==> src/rtl/fmc_dvidp_input_debounce.sv <==
// Synchronizes the raw DIP switches and push buttons into CLK, debounces them on a
// prescaled tick, and emits one-cycle press/release/change pulses alongside the levels.
module fmc_dvidp_input_debounce #(
  parameter int TICK_DIV     = 1000,
  parameter int STABLE_TICKS = 16
) (
  input  logic       CLK,
  input  logic       RESET_IN,
  input  logic [7:0] DIPSW_RAW,
  input  logic [3:0] PUSHB_RAW,
  output logic [7:0] DIPSW_OUT,
  output logic [3:0] PUSHB_OUT,
  output logic [3:0] PUSHB_PRESS,
  output logic [3:0] PUSHB_RELEASE,
  output logic       CHANGE
);

  localparam int NB = 12;
  localparam int CW = (TICK_DIV > 1) ? $clog2(TICK_DIV) : 1;
  localparam int SW = (STABLE_TICKS > 0) ? $clog2(STABLE_TICKS + 1) : 1;
  localparam logic [CW-1:0] DIV_LAST = CW'(TICK_DIV - 1);
  localparam logic [SW-1:0] CNT_LAST = SW'(STABLE_TICKS - 1);

  logic [NB-1:0] r_sync1;
  logic [NB-1:0] r_sync2;
  logic [NB-1:0] r_deb;
  logic [CW-1:0] r_div;
  logic [SW-1:0] r_cnt [NB];
  logic [3:0]    r_press;
  logic [3:0]    r_release;
  logic          r_change;

  logic          w_tick;
  logic [NB-1:0] w_deb_nxt;
  logic [NB-1:0] w_upd;
  logic [SW-1:0] w_cnt_nxt [NB];

  assign w_tick = (r_div == DIV_LAST);

  // Any tick where the sample agrees with the debounced level restarts that bit's qualification.
  always_comb begin
    w_deb_nxt = r_deb;
    for (int i = 0; i < NB; i++) begin
      w_cnt_nxt[i] = r_cnt[i];
      if (w_tick) begin
        if (r_sync2[i] == r_deb[i]) begin
          w_cnt_nxt[i] = '0;
        end else if (r_cnt[i] == CNT_LAST) begin
          w_deb_nxt[i] = r_sync2[i];
          w_cnt_nxt[i] = '0;
        end else begin
          w_cnt_nxt[i] = r_cnt[i] + SW'(1);
        end
      end else begin
        w_cnt_nxt[i] = r_cnt[i];
      end
    end
  end

  assign w_upd = w_deb_nxt ^ r_deb;

  // Synchronizer, prescaler, debounced state and pulses all advance on the same edge.
  always_ff @(posedge CLK) begin
    if (RESET_IN) begin
      r_sync1   <= '0;
      r_sync2   <= '0;
      r_div     <= '0;
      r_deb     <= '0;
      r_press   <= 4'b0000;
      r_release <= 4'b0000;
      r_change  <= 1'b0;
      for (int i = 0; i < NB; i++) begin
        r_cnt[i] <= '0;
      end
    end else begin
      r_sync1   <= {PUSHB_RAW, DIPSW_RAW};
      r_sync2   <= r_sync1;
      r_div     <= w_tick ? '0 : r_div + CW'(1);
      r_deb     <= w_deb_nxt;
      r_press   <= w_upd[11:8] & w_deb_nxt[11:8];
      r_release <= w_upd[11:8] & ~w_deb_nxt[11:8];
      r_change  <= |w_upd;
      for (int i = 0; i < NB; i++) begin
        r_cnt[i] <= w_cnt_nxt[i];
      end
    end
  end

  assign DIPSW_OUT     = r_deb[7:0];
  assign PUSHB_OUT     = r_deb[11:8];
  assign PUSHB_PRESS   = r_press;
  assign PUSHB_RELEASE = r_release;
  assign CHANGE        = r_change;

endmodule

==> config.mk <==
export PLATFORM = sky130hd
export DESIGN_NAME = fmc_dvidp_input_debounce
export DESIGN_NICKNAME = d
export VERILOG_FILES = /design/src/rtl/fmc_dvidp_input_debounce.sv
export SDC_FILE = /design/constraint.sdc
export NUM_CORES = 1
export LEC_CHECK = 0
export CAP_MARGIN = 10
export CORE_ASPECT_RATIO = 2
export CORE_MARGIN = 1
export CORE_UTILIZATION = 58
export DETAILED_ROUTE_END_ITERATION = 8
export PLACE_DENSITY = 0.76
export SYNTH_ARGS = -nofsm -noshare
export SYNTH_HDL_FRONTEND = slang
export SYNTH_SLANG_ARGS = --single-unit
==> constraint.sdc <==
create_clock -name CLK -period 2.7 [get_ports CLK]
set_clock_uncertainty 0.1 [all_clocks]
set_input_delay 0.54 -clock CLK [delete_from_list [all_inputs] [get_ports CLK]]
set_output_delay 0.54 -clock CLK [all_outputs]
set_load 0.005 [all_outputs]
==> flow_summary_export.csv <==
group,metric,value,unit
clocking,cts_buffer_depth,2,
cells_and_area,largest_register_ffs,60,
synthesis,synth_top_cell_by_count,"dfxtp_1",
global_routing,grt_max_degree,74,
global_routing,antenna_found_initial,0,
synthesis,synth_cell_types,39,
synthesis,top_area_cell,"dfxtp_1",
critical_path,crit_arrival,2.83,ns
critical_path,worstSetupEndpointType,"register",
synthesis,ys.flops,115,
cells_and_area,top_register,"r_cnt",
critical_path,crit_slowest_cell,"or4_1",
pwr,leakage,0.002281,µW
cells_and_area,final_layout_size_suffix_gt1_frac,0.09421,
sta,min_period,2.603,ns
sta,fmax,384.2,MHz
clocking,cts_max_level,4,
clocking,cts_setup_buffers,0,
clocking,cts_tree,"built",
critical_path,path_buffers,1,
global_routing,grt.overflow.total,0,
sta,hold_ws,0.3323,ns
synthesis,synth_top_area_share,0.4717,
cells_and_area,logic_area,2475,µm²
routing,antenna_left,0,
clocking,cts_made_buffers,17,
run_status,outcome,"finished, final reports clean",
critical_path,critPathLaunch,"r_div[1]$_SDFF_PP0_",
routing,viasPerCell,5.868,
sta,setup_violations,0,
critical_path,crit_family,"simple AND/OR/NAND/NOR gates",
synthesis,ys_sh_xor,0.04665,
cells_and_area,lay_top_cells,"dfxtp_1, a21oi_1, nor2_1",
floorplanning,taps,98,
synthesis,common_cells,"dfxtp_1, a21oi_1, nor2_1",
cells_and_area,area_growth_syn_to_layout,23.33,%
global_routing,first_global_vias,3940,
critical_path,path_max_fanout,73,
clocking,cts_root_buf,"clkbuf_16",
clocking,cts_resized,1,
cells_and_area,clock_cell_area_share,0.1058,
floorplanning,rows,47,
synthesis,area_leaders,"dfxtp_1, a21oi_1, ha_1, nor2b_1, nor2_1",
routing,drc,0,
cells_and_area,largest_class,"multi-input combinational cells",
synthesis,aoi_share,0.1195,
synthesis,synth_area_per_cell,8.907,µm²
pwr,p_per_area,700.4,nW/µm²
sta,slew_violations,0,
sta,layout_setup_ws,0.09748,ns
global_routing,grt_pass1_wl,17.25,mm
routing,highest_layer,"met4",
sta,hold_viol_final,0,
routing,firstDrtPassIters,4,
job,max_cap_viol_count,0,
cells_and_area,fin_util,0.7312,
floorplanning,initial_core_util,0.5929,
routing,dr_wl_met2,5.977,mm
pwr,ir_drop,557.5,µV
cells_and_area,final-instance-count-excl-fill,703,
synthesis,adder_share,0.05383,
cells_and_area,fin_area,6020,µm²
sta,timing.final.crit_share,0.9639,
place,dp_hpwl,6.711,mm
cells_and_area,seq_area_frac,0.3827,
routing,dr_wl_met3,355,µm
synthesis,edf_count,0,
synthesis,yosys_warnings,0,
cells_and_area,nClkBuffers,22,
synthesis,logic_family,"simple AND/OR/NAND/NOR gates",
clocking,cts_hold_buf,0,
floorplanning,die_area,8808,µm²
routing,drt_iter0_markers,242,
synthesis,synthMuxAreaShare,0.01256,
cells_and_area,n_all_buffers,49,
cells_and_area,final_common_cell,"dfxtp_1",
job,tool_warnings,30,
cells_and_area,diodes,0,
place,post-place-ws,0.08212,ns
place,place_area,5310,µm²
routing,route.layer.met1.wl,4.067,mm
synthesis,async_flop_share,0,
sta,maxSlewHeadroom,0.5773,
critical_path,worstPathCellList,"ha_1, nand4b_1, or3_4, buf_4, or4_1, a21oi_1",
synthesis,synthesis.area,4881,µm²
critical_path,critPathRequiredTime,2.93,ns
## path summary, 6_finish.rpt
| check | depth (start not counted) | slack [ns] | end |
|---|---|---|---|
| worst min register to register | 1 | 0.33 | r_sync2[1]$_SDFF_PP0_ |
| worst max-delay path | 6 | 0.1 | r_cnt[1][3]$_SDFFE_PP0N_ |
| worst min-delay path | 1 | 0.33 | r_sync2[1]$_SDFF_PP0_ |
| worst max register to register | 6 | 0.1 | r_cnt[1][3]$_SDFFE_PP0N_ |
## power by group
part | total, µW | switching [µW] | internal, µW
Clock | 2380 | 750 | 1630
Combinational | 100 | 56.8 | 43.6
Sequential | 1730 | 14.0 | 1720
Total | 4220 | 820 | 3400
Figure 1. Ports around the boundary.
Scale bar: 20 µm. Pins as bars across the die edge, other pins in grey.
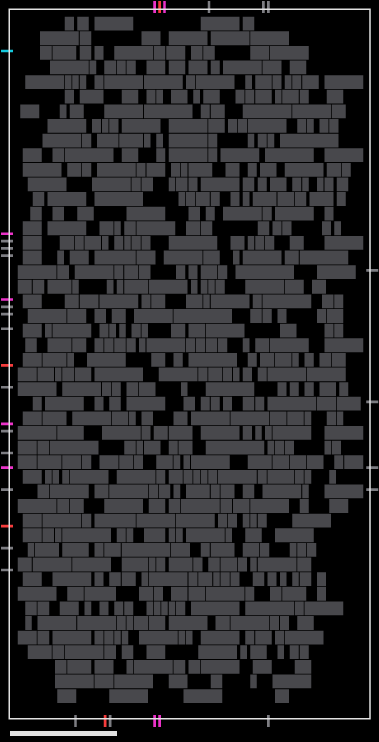
port	colour	pins	direction	edge
PUSHB_RELEASE	red	4	output	2 west, 1 north, 1 south
CLK	cyan	1	input	west
DIPSW_RAW	magenta	8	input	4 west, 2 north, 2 south
all pins by edge	19 west, 6 north, 6 south, 4 east
Die X: 66.87 µm
die height: 131.7 µm
I/O Buffers: 34

Figure 2. Wire density map.
Scale bar: 20 µm. The die is cut into 13 by 26 equal tiles; dark blue is low, red is high, scaled to the fullest tile. Values are wire area over tile area, all layers added.
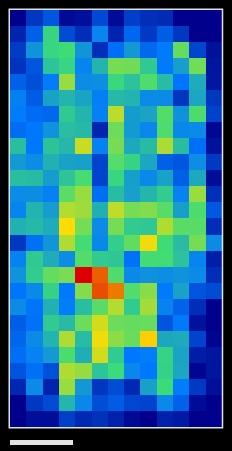
emptiest ninth of the die	south-east
tiles over half the peak	21%
mean over tiles	0.20
gr usage total: 0.2571
Routed WL per cell: 15.35 µm

Figure 3. Metal 1.
Scale bar: 20 µm.
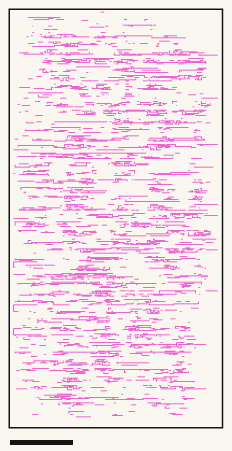
longest straight run	18.4 µm
wire length on this layer	4070 µm
main direction	horizontal
share of all routed wire	38%
nets with wire on the layer	585
M1 GR Usage: 0.2503
DRT Wirelength: 10.79 mm
DR vias: 4125

Power figures rest on the tool's default switching activity, not on a simulated workload.
